### src/rtl/acc_outq.sv
// Output queue on the accumulator write-out path. Each we strobe pushes one
// 4-bit value, and the queue drains first-word-fall-through over valid/ready.
module acc_outq #(
    parameter int DEPTH = 4,
    parameter int AW    = 2
) (
    input  logic          clk,
    input  logic          rst,
    input  logic          we,
    input  logic [3:0]    acci,
    input  logic          clr,
    output logic [3:0]    out_data,
    output logic          out_valid,
    input  logic          out_ready,
    output logic          full,
    output logic          empty,
    output logic [AW:0]   count,
    output logic          ovf
);

    logic [3:0]    mem [DEPTH];
    logic [AW-1:0] wr_ptr;
    logic [AW-1:0] rd_ptr;
    logic [AW:0]   count_q;
    logic          ovf_q;
    logic          pop;
    logic          push_ok;
    logic          drop;

    // Flags are decoded only from registered count, so they change only after clk.
    assign full      = (count_q == (AW+1)'(DEPTH));
    assign empty     = (count_q == '0);
    assign count     = count_q;
    assign ovf       = ovf_q;
    assign out_valid = ~empty;
    assign out_data  = empty ? 4'h0 : mem[rd_ptr];

    // A pop frees a slot in the same edge, so a full queue can still accept a push.
    assign pop     = out_valid & out_ready;
    assign push_ok = we & (~full | pop);
    assign drop    = we & full & ~pop;

    always_ff @(posedge clk or posedge rst) begin
        if (rst) begin
            wr_ptr  <= '0;
            rd_ptr  <= '0;
            count_q <= '0;
            ovf_q   <= 1'b0;
        end else if (clr) begin
            wr_ptr  <= '0;
            rd_ptr  <= '0;
            count_q <= '0;
            ovf_q   <= 1'b0;
        end else begin
            if (push_ok)
                wr_ptr <= wr_ptr + AW'(1);
            if (pop)
                rd_ptr <= rd_ptr + AW'(1);
            if (push_ok && !pop)
                count_q <= count_q + (AW+1)'(1);
            else if (pop && !push_ok)
                count_q <= count_q - (AW+1)'(1);
            if (drop)
                ovf_q <= 1'b1;
        end
    end

    // Storage is deliberately left out of reset; flush and reset only move pointers.
    always_ff @(posedge clk) begin
        if (!rst && !clr && push_ok)
            mem[wr_ptr] <= acci;
    end

endmodule

### config.mk
export PLATFORM = sky130hd
export DESIGN_NAME = acc_outq
export DESIGN_NICKNAME = d
export VERILOG_FILES = /design/src/rtl/acc_outq.sv
export SDC_FILE = /design/constraint.sdc
export NUM_CORES = 1
export LEC_CHECK = 0
export ABC_CLOCK_PERIOD_IN_PS = 2500
export CELL_PAD_IN_SITES_DETAIL_PLACEMENT = 0
export CELL_PAD_IN_SITES_GLOBAL_PLACEMENT = 1
export CORE_MARGIN = 2
export CORE_UTILIZATION = 42
export CTS_BUF_LIST = sky130_fd_sc_hd__clkbuf_16
export CTS_CLUSTER_DIAMETER = 60
export DETAILED_ROUTE_END_ITERATION = 10
export PLACE_DENSITY = 0.78
export SYNTH_ARGS = -nofsm -noshare
export SYNTH_HDL_FRONTEND = slang
export SYNTH_SLANG_ARGS = --single-unit
### constraint.sdc
create_clock -name clk -period 2.5 [get_ports clk]
set_clock_uncertainty 0.2 [all_clocks]
set_input_delay 0.5 -clock clk [delete_from_list [all_inputs] [get_ports clk]]
set_output_delay 0.5 -clock clk [all_outputs]
set_load 0.02 [all_outputs]
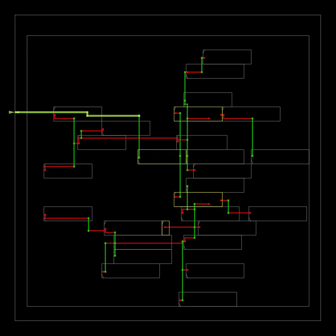
Fig. 1. Clock nets (run 1).
Clock group: 0.332 mW
TritonCTS Buffers: 3

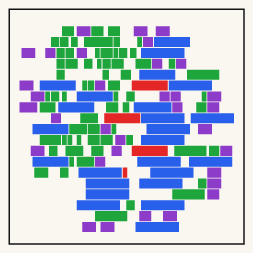
Fig. 2. Placement by cell class (run 1).
Scale: 4 px per um.
[red] clock drivers and dummy loads | cells: 4
[blue] registers | cells: 24
[purple] remaining buffers and delay cells | cells: 33
[green] remaining logic cells | cells: 65
core area: 2781 sq um
flop share of the area: 42.25%
Core Util, Final: 58.03%
Finished Cell Area: 1614 sq um
Rows: 19

==> results.toml, run 1 <==
# generated from flow reports
[detailed_routing]
dr_wl_met2_mm = 1.153
routed_via_density = 5.439
drc = 0
firstDrtPassIters = 4

[global_route]
busiest_layer = "met2"
track_usage_pct = 15.44
grt_first_pass_wirelength_mm = 4.077
grt_pass1_vias = 907

[pwr]
pwr-share-clk_pct = 21.6
swShare_pct = 33.12
power_frac_seq_pct = 32.2
netSwitchingPower_mw = 0.5090
pwr-share-comb_pct = 46.1
internal_power_mw = 1.028
finalPower_mw = 1.537

[setup_path]
crit_path_end_kind = "output port"
rrSetupSlack_ns = 0.25
cp_data_arrival_time_ns = 1.68
path_buffers = 2
cpPeakStageDelay_ns = 0.48
critPathTopFamily = "multiplexers"
cp_max_fo = 3
crit_slowest_cell = "mux4_2"
path_cells = "buf_4, mux4_2, and2b_1, dlygate4sd2_1"

[layout]
synthToLayoutAreaGrowth_pct = 30.17
layout.cells.most_common = "edfxtp_1"
fillers = 236

[min_path]
min_path_type = "flip-flop to flip-flop"

[floorplan]
pin_count = 20
fp_util_pct = 44.58
dieArea_sq_um = 3403

[job]
warnings = 29

[synth]
topCellsByArea = "edfxtp_1, dfrtp_1, mux4_2"
yosysTopAreaCell = "edfxtp_1"
top_area_share_pct = 38.75

[place]
placed_cell_area_sq_um = 1514
dpl.hpwl_mm = 1.687
post-place-cells = 150
buffer_ports.inserted = 19
dp_slack_ns = 0.01067

[run_status]
status = "completed"

[clock_tree]
root_buffer = "clkbuf_16"
path_clk_slew_ns = 0.06

[sta]
fin_crit_ns = 2.384
worstMarginPinSlew_ns = 0.3894
fin_setup_tns_ns = 0
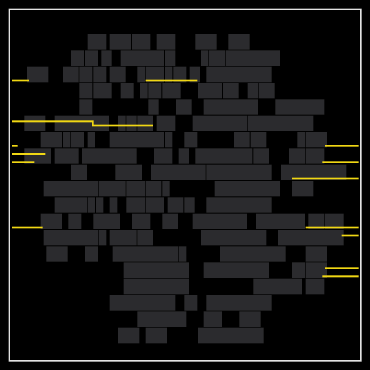
Fig. 3. M3 wires (run 1).
Scale: 6 px per um. Cells faint in the background.
main direction: horizontal
longest straight run: 13.3 um
wire length on this layer: 92.7 um
WL final: 2.270 mm
GR Util met3: 2.198%
vias: 854

[run 1: synthesized netlist by cell type, types with 2 or more instances]
cell type and n:
a31oi_1 4, or3_1 2, ha_1 4, edfxtp_1 16, o2111ai_1 2, xor2_1 2, o21ai_0 2, and2b_1 2
a21oi_1 2, nor2_1 4, dfrtp_1 8, nand2b_1 4, inv_1 8, mux4_2 4, nand3_1 2, buf_2 3
nor4b_1 6, nor2b_1 3
[run 1: layout make-up]
type / count / area share [%]
Tap cell: 31 / 2.403
Clock buffer: 3 / 4.651
Sequential cell: 24 / 42.25
Multi-Input combinational cell: 56 / 30.23
Timing Repair Buffer: 33 / 18.14
Clock inverter: 1 / 0.2326
Inverter: 9 / 2.093
[run 1: sequential cells by signal (all words and copies together) (netlist names)]
| register | flops |
|---|---|
| rd_ptr | 2 |
| count | 3 |
| ovf | 1 |
| mem | 16 |
| wr_ptr | 2 |
[run 1: logic make-up after synthesis]
| family | after synthesis | synth area share [%] |
|---|---|---|
| AOI/OAI and AO/OA | 14 | 7.669 |
| xor gates and xnor gates | 3 | 2.119 |
| adders and majority gates | 5 | 5.651 |
| buffers and inverters | 15 | 5.751 |
| DFF | 24 | 54.89 |
| muxes | 6 | 9.284 |
| and+or+nand+nor | 28 | 14.63 |
[run 1: worst paths after layout]
check                      cells after the start      start          end
setup / recovery                               4  rd_ptr[0]  out_data[3]
hold / removal                                 2        ovf          ovf
setup reg to reg                               6   count[0]     count[2]
hold reg to reg                                2        ovf          ovf
max in group asynchronous                      2        rst    rd_ptr[0]
min in group asynchronous                      2        rst    wr_ptr[1]
[run 1: repair_timing]
item	in CTS	in global routing
resized	5	1
setup endpoints to repair	4	2
setup buffers	2	1
pin swaps	0	0
cloned	0	0
Fig. 4: run 1, port wiring
Scale: 8 px per um.
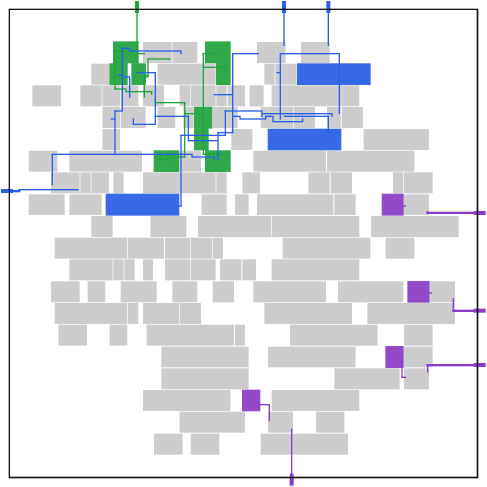

--- run 2 (diff from run 1) ---
==> constraint.sdc (replaced) <==
create_clock -name clk -period 2.5 [get_ports clk]
set_clock_uncertainty 0.2 [all_clocks]
set_input_delay 0.25 -clock clk [delete_from_list [all_inputs] [get_ports clk]]
set_output_delay 0.25 -clock clk [all_outputs]
set_load 0.02 [all_outputs]
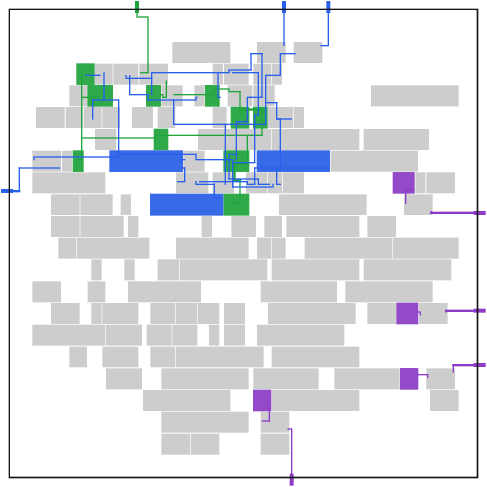
Fig. 5. Port wiring (run 2).
Scale: 8 px per um.
[blue] count | bits: 3 | direction: output | end cells: 3 | buffers: 6 | wire: 229 um
[green] out_ready | bits: 1 | direction: input | end cells: 10 | buffers: 2 | wire: 80.3 um
[purple] out_data | bits: 4 | direction: output | end cells: 4 | buffers: 4 | wire: 26.6 um
I/O pin count: 20
Port-buffer cells: 19

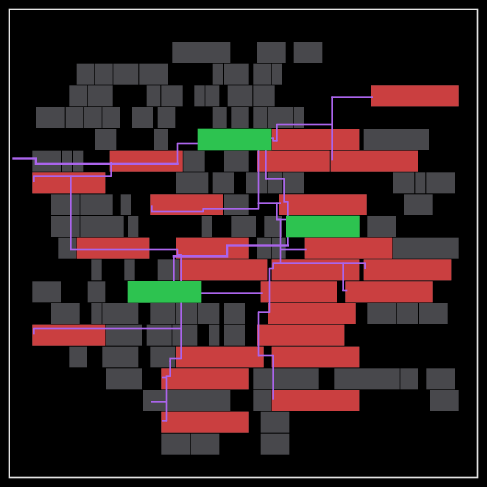
Fig. 6. Clock wires, drivers and flops (run 2).
Scale: 8 px per um.
[green] clock-net drivers | count: 3
[purple] clock wires | length: 261 um
[red] flip-flops | count: 24
routed clock nets: 4

==> results.toml, run 2 <==
# generated from flow reports
[place]
post-place-cells = 151
dpl.hpwl_mm = 1.740
dp_slack_ns = 0.2359

[pwr]
netSwitchingPower_mw = 0.5227
power_frac_seq_pct = 30.2
internal_power_mw = 1.141
swShare_pct = 31.43
pwr-share-clk_pct = 27.2
pwr-share-comb_pct = 42.6
powerComb_mw = 0.708

[clock_tree]
path_clk_slew_ns = 0.06
cts_setup_buffers = 0
cts_resized = 1
root_buffer = "clkbuf_16"
cts_made_buffers = 3

[setup_path]
rrSetupSlack_ns = 0.31
cp-startpoint = "rd_ptr[0]"
crit_type = "flip-flop to output port"
crit_path_end_kind = "output port"
rr_worst_depth = 6
timing.rr.end = "count[2]"
r2r_start = "count[0]"
cp_data_arrival_time_ns = 1.93
cp_max_fo = 7
worstSetupEndpoint = "out_data[3]"

[floorplan]
dieArea_sq_um = 3403
rows = 19
core-area_sq_um = 2781

[synth]
yosys_cells = 95
syn_area_sq_um = 1240
yosysTopAreaCell = "edfxtp_1"
synth_flops = 24
topCellsByArea = "edfxtp_1, dfrtp_1, mux4_2"
synthTopCellsByCount = "edfxtp_1, dfrtp_1, inv_1"
top_cell = "edfxtp_1"
top_area_share_pct = 38.75
syn_avg_cell_area_sq_um = 13.05

[layout]
synthToLayoutAreaGrowth_pct = 31.28
top_register = "mem"
layout.cells.most_common = "clkdlybuf4s50_1"
fillers = 229
largest_reg_flops = 16
utilization_pct = 58.52

[run_status]
status = "completed"

[sta]
fin_crit_sh_pct = 95.06
worstMarginPinSlew_ns = 0.4244
fin_crit_ns = 2.377
fin_setup_tns_ns = 0

[global_route]
grt_pass1_vias = 806
track_usage_pct = 15.29
grt_first_pass_wirelength_mm = 3.836

[min_path]
min_path_type = "input port to asynchronous set/reset pin"

[detailed_routing]
firstDrtPassIters = 4
routed_via_density = 5.665
drt-total-wl_mm = 2.378
drc = 0
routed-via-count = 878

[job]
warnings = 29
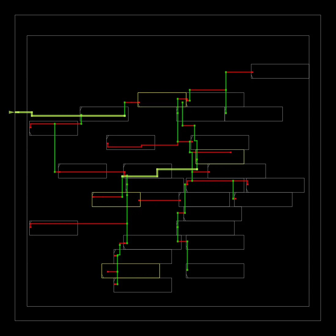
Fig. 7. Clock nets (run 2).
Clock group: 0.453 mW
clock buffer count: 3
clock latency on the worst-skew pair: 0.26 ns
Flop Count: 24
CTS sink cnt: 24

==> run 2: worst min-delay path by stage <==
stage	start	end	depth (start not counted)
6_report	rst	count[0]	2
5_1_grt	rst	count[1]	2
4_1_cts	rst	count[1]	2
3_5_place_dp	ovf	ovf	2
3_3_place_gp	ovf	ovf	2
2_1_floorplan	rst	count[0]	1
==> run 2: critical path, cell delays in order, from the launching register on <==
cell,delay (ns)
dfrtp_2,0.47
mux4_2,0.52
and2b_1,0.16
clkdlybuf4s50_1,0.52
==> run 2: final cells by class <==
type	instances	area [sq um]	area share (%)
Multi-Input combinational cell	56	488.0	29.98
Clock buffer	3	75.07	4.612
Clock inverter	1	30.03	1.845
Sequential cell	24	681.9	41.89
Inverter	9	33.78	2.075
Timing Repair Buffer	31	280.3	17.22
Tap cell	31	38.79	2.383
==> run 2: metal layers <==
layer | part of all wire (%) | track usage (%)
met2 | 49 | 25.52
met1 | 46 | 20.03
met5 | 0 | 0
met3 | 4.9 | 4.396
met4 | 0 | 2.990
==> run 2: through the flow <==
step           total power, mW  area, sq um
2_1_floorplan           0.9322         1240
3_3_place_gp             1.204         1521
3_5_place_dp             1.218         1521
4_1_cts                  1.674         1628
5_1_grt                  1.752         1628
6_report                 1.663         1628
==> run 2: kinds of logic (layout without fill, tap and decap cells) <==
family / count (synthesis) / in the layout / share of synthesized area (%)
simple gates: 28 / 28 / 14.63
mux: 6 / 6 / 9.284
compound gates: 14 / 14 / 7.669
flops: 24 / 24 / 54.89
buf+inv: 15 / 44 / 5.751
xor+xnor: 3 / 3 / 2.119
fa+ha+maj: 5 / 5 / 5.651
--- run 3 (diff from run 2) ---
--- a/config.mk
+++ b/config.mk
@@ -13,6 +13,7 @@
 export CTS_BUF_LIST = sky130_fd_sc_hd__clkbuf_16
 export CTS_CLUSTER_DIAMETER = 60
 export DETAILED_ROUTE_END_ITERATION = 10
+export MAX_ROUTING_LAYER = met4
 export PLACE_DENSITY = 0.78
 export SYNTH_ARGS = -nofsm -noshare
 export SYNTH_HDL_FRONTEND = slang
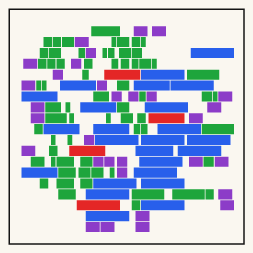
Fig. 8. Placement by cell class (run 3).
Scale: 4 px per um.
[red] clock drivers and dummy loads | cells: 4
[green] remaining logic cells | cells: 65
[blue] registers | cells: 24
[purple] remaining buffers and delay cells | cells: 31
Core Util, Final: 58.52%
flop share of the area: 41.89%
Finished Cell Area: 1628 sq um

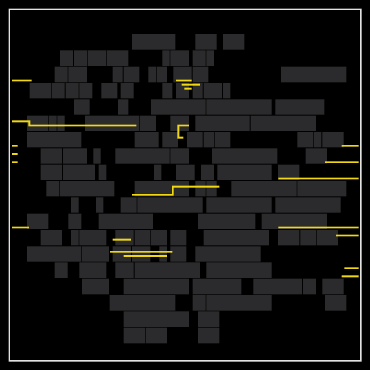
Fig. 9. M3 wires (run 3).
Scale: 6 px per um. Cells faint in the background.
share of all routed wire: 4.9%
main direction: horizontal

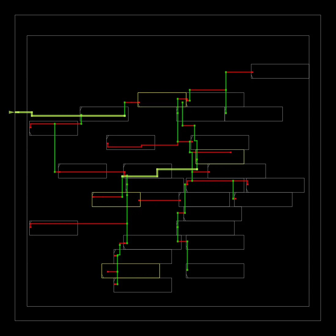
Fig. 10. Clock nets (run 3).

==> results.toml, run 3 <==
# generated from flow reports
[place]
dpl.hpwl_mm = 1.740
placed_cell_area_sq_um = 1521
buffer_ports.inserted = 19
post-place-cells = 151

[setup_path]
crit_type = "flip-flop to output port"
cp_data_arrival_time_ns = 1.93
crit_slowest_cell = "mux4_2"
cpPeakStageDelay_ns = 0.52
critPathTopFamily = "multiplexers"
cp_max_fo = 7

[job]
warnings = 29

[floorplan]
fp_util_pct = 44.58
dieArea_sq_um = 3403
core-area_sq_um = 2781
rows = 19
pin_count = 20

[detailed_routing]
routed.top_layer = "met3"
dr_wl_met2_mm = 1.172
routed-via-count = 878
drc = 0
met3_length_um = 116

[layout]
layout.cells.most_common = "clkdlybuf4s50_1"
synthToLayoutAreaGrowth_pct = 31.28
top_register = "mem"

[global_route]
grtUsageMet2_pct = 25.52
track_usage_pct = 15.75
grt_first_pass_wirelength_mm = 3.836
busiest_layer = "met2"
grt_pass1_vias = 806

[pwr]
power_frac_seq_pct = 30.2
pwr-share-clk_pct = 27.2
internal_power_mw = 1.141
netSwitchingPower_mw = 0.5227
pwr-share-comb_pct = 42.6
swShare_pct = 31.43

[clock_tree]
path_clk_slew_ns = 0.06
clock_latency_ns = 0.26
clock_sinks = 24
cts_resized = 1
cts_made_buffers = 3

[synth]
yosys_cells = 95
syn_avg_cell_area_sq_um = 13.05
syn_area_sq_um = 1240
synthTopCellsByCount = "edfxtp_1, dfrtp_1, inv_1"
top_cell = "edfxtp_1"
topCellsByArea = "edfxtp_1, dfrtp_1, mux4_2"

[sta]
fin_crit_sh_pct = 95.06
fin_setup_tns_ns = 0
worstMarginPinSlew_ns = 0.4244

[run_status]
status = "completed"

[min_path]
min_path_type = "input port to asynchronous set/reset pin"
[run 3: cell counts after synthesis]
Identical to the previous run, type by type.
[run 3: per-stage QoR]
step	power, mW	hold WS [ns]
2_1_floorplan	0.9322	-0.1343
3_3_place_gp	1.204	0.2824
3_5_place_dp	1.218	0.3060
4_1_cts	1.674	0.1898
5_1_grt	1.752	0.2178
6_report	1.663	0.1818
[run 3: cell families after synthesis]
family / Yosys count / share of synthesized area (%)
and+or+nand+nor: 28 / 14.63
muxes: 6 / 9.284
DFF: 24 / 54.89
AOI/OAI and AO/OA: 14 / 7.669
adders and majority gates: 5 / 5.651
buffers and inverters: 15 / 5.751
xor gates and xnor gates: 3 / 2.119
[run 3: final timing paths]
path / start / to / slack [ns] / cells after the start
max reg2reg: count[0] / count[2] / 0.31 / 6
max: rd_ptr[0] / out_data[3] / 0.12 / 3
min in group clk: ovf / ovf / 0.32 / 2
min reg2reg: ovf / ovf / 0.32 / 2
max in group asynchronous: rst / rd_ptr[0] / 1.65 / 2
min: rst / count[0] / 0.18 / 2
[run 3: area by class of cell]
cell class	count	area [sq um]
inverters	9	33.78
clock inverters	1	30.03
flip-flops and latches	24	681.9
multi-input cells	56	488.0
clock buffers	3	75.07
well taps	31	38.79
repair buffers	31	280.3
fillers	229	1154
[run 3: power by group through the flow]
| stage | Clock, mW | Sequential [mW] | Combinational [mW] |
|---|---|---|---|
| final | 0.453 | 0.502 | 0.708 |
| after global routing | 0.474 | 0.509 | 0.769 |
| after CTS | 0.457 | 0.503 | 0.714 |
| after detailed placement | 0 | 0.509 | 0.709 |
| after global placement | 0 | 0.508 | 0.696 |
| after floorplan | 0 | 0.526 | 0.406 |
Power is estimated from default activity; no workload was simulated.
